==> config.mk <==
export PLATFORM = sky130hd
export DESIGN_NAME = branch_resolve_unit
export DESIGN_NICKNAME = d
export VERILOG_FILES = /design/src/rtl/bp_pkg.sv /design/src/rtl/pred_fifo.sv /design/src/rtl/branch_resolve_unit.sv
export SDC_FILE = /design/constraint.sdc
export NUM_CORES = 1
export LEC_CHECK = 0
export CAP_MARGIN = 20
export CORE_ASPECT_RATIO = 0.9
export CORE_MARGIN = 5
export CORE_UTILIZATION = 60
export CTS_BUF_LIST = sky130_fd_sc_hd__clkbuf_4
export DETAILED_ROUTE_END_ITERATION = 8
export GPL_ROUTABILITY_DRIVEN = 0
export HOLD_SLACK_MARGIN = 0.05
export PLACE_DENSITY = 0.83
export SLEW_MARGIN = 20
export SYNTH_ARGS = -nofsm -noshare
export SYNTH_HDL_FRONTEND = slang
export SYNTH_HIERARCHICAL = 1
export SYNTH_SLANG_ARGS = --single-unit
export TNS_END_PERCENT = 20
==> constraint.sdc <==
create_clock -name clk -period 7.1 [get_ports clk]
set_input_delay 1.065 -clock clk [delete_from_list [all_inputs] [get_ports clk]]
set_output_delay 1.065 -clock clk [all_outputs]
set_load 0.05 [all_outputs]
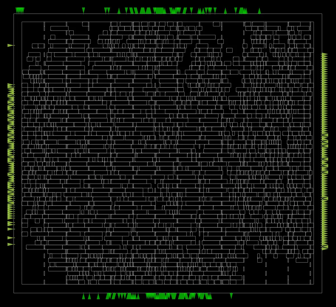
*Cell outlines without signal wires*
Rows: 60
flop share of the area: 51.1%
Core Box Area: 0.0297 sq mm

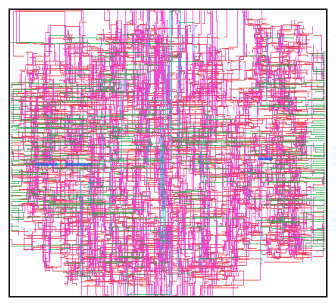
*Signal wires by layer*
- M4: cyan (wire length 1320 um)
- M3: green (wire length 5330 um)
- M2: magenta (wire length 22.5 mm)
- M1: red (wire length 17500 um)
- M5: blue (wire length 33.1 um)
GRT Overall Usage: 27.6%
DR WL/cell: 21.4 um
via count: 12788
drt total wl: 46600 um

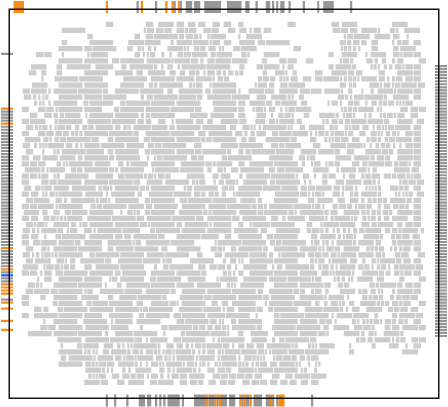
*Pin placement*
Pins as bars across the die edge, other pins in grey.
- `push_pc`: orange (pins 32; direction input; edge 12 west, 10 south, 10 north)
- `push_pred_taken`: blue (pins 1; direction input; edge west)
Die Wd: 192 um
Die Y: 174 um

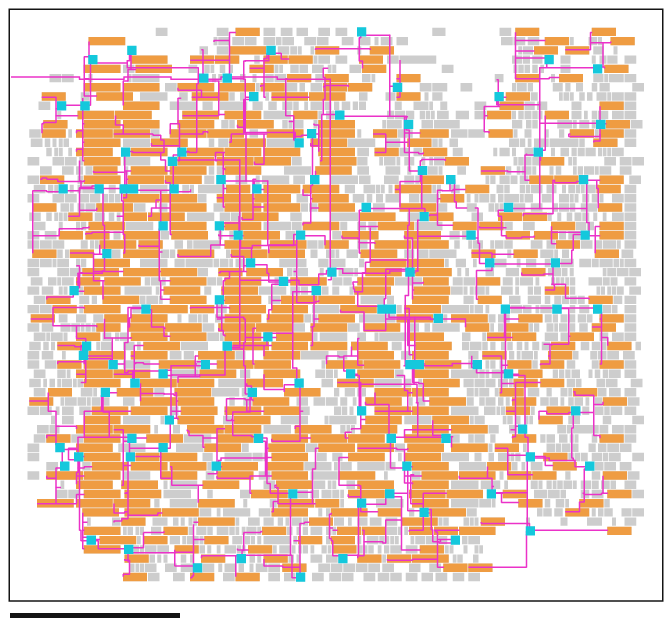
*Clock wires, drivers and flops*
The bar under the picture is 50 um long.
- flip-flops: orange (count 434)
- clock-net drivers: cyan (count 105)
- clock wires: magenta (length 5100 um)
- routed clock nets: 106
- flops lie: spread over the die
P_clk: 1.99 mW
clk_lat worst skew: 0.75 ns
Setup Skew: 0.0473 ns

==> results.sh <==
# implementation run metrics
export IMPL_buf_share_pct=12.4
export IMPL_critPathTopFamily="simple AND/OR/NAND/NOR gates"
export IMPL_setup_viol=0
export IMPL_max_cap_violations=0
export IMPL_grt_busiest_layer="met2"
export IMPL_drv_slew=0
export IMPL_grt_pass1_vias=12682
export IMPL_p_sw_share_pct=31.6
export IMPL_p_per_area_mw_per_mm2=295
export IMPL_power_internal_mw=4.46
export IMPL_synth_distinct_cells=62
export IMPL_leakage_nw=7.26
export IMPL_first_iter_violations=1144
export IMPL_fin_cells=2176
export IMPL_antenna_found_initial=8
export IMPL_ys_async_sr_fraction_pct=0
export IMPL_global_route_usage_met1_pct=36.4
export IMPL_cp_depth=10
export IMPL_status="completed"
export IMPL_path_clk_slew_ns=0.07
export IMPL_clkSinkCount=434
export IMPL_ys_flops=434
export IMPL_total_power_mw=6.53
export IMPL_power_switching_mw=2.06
Power figures rest on the tool's default switching activity, not on a simulated workload.
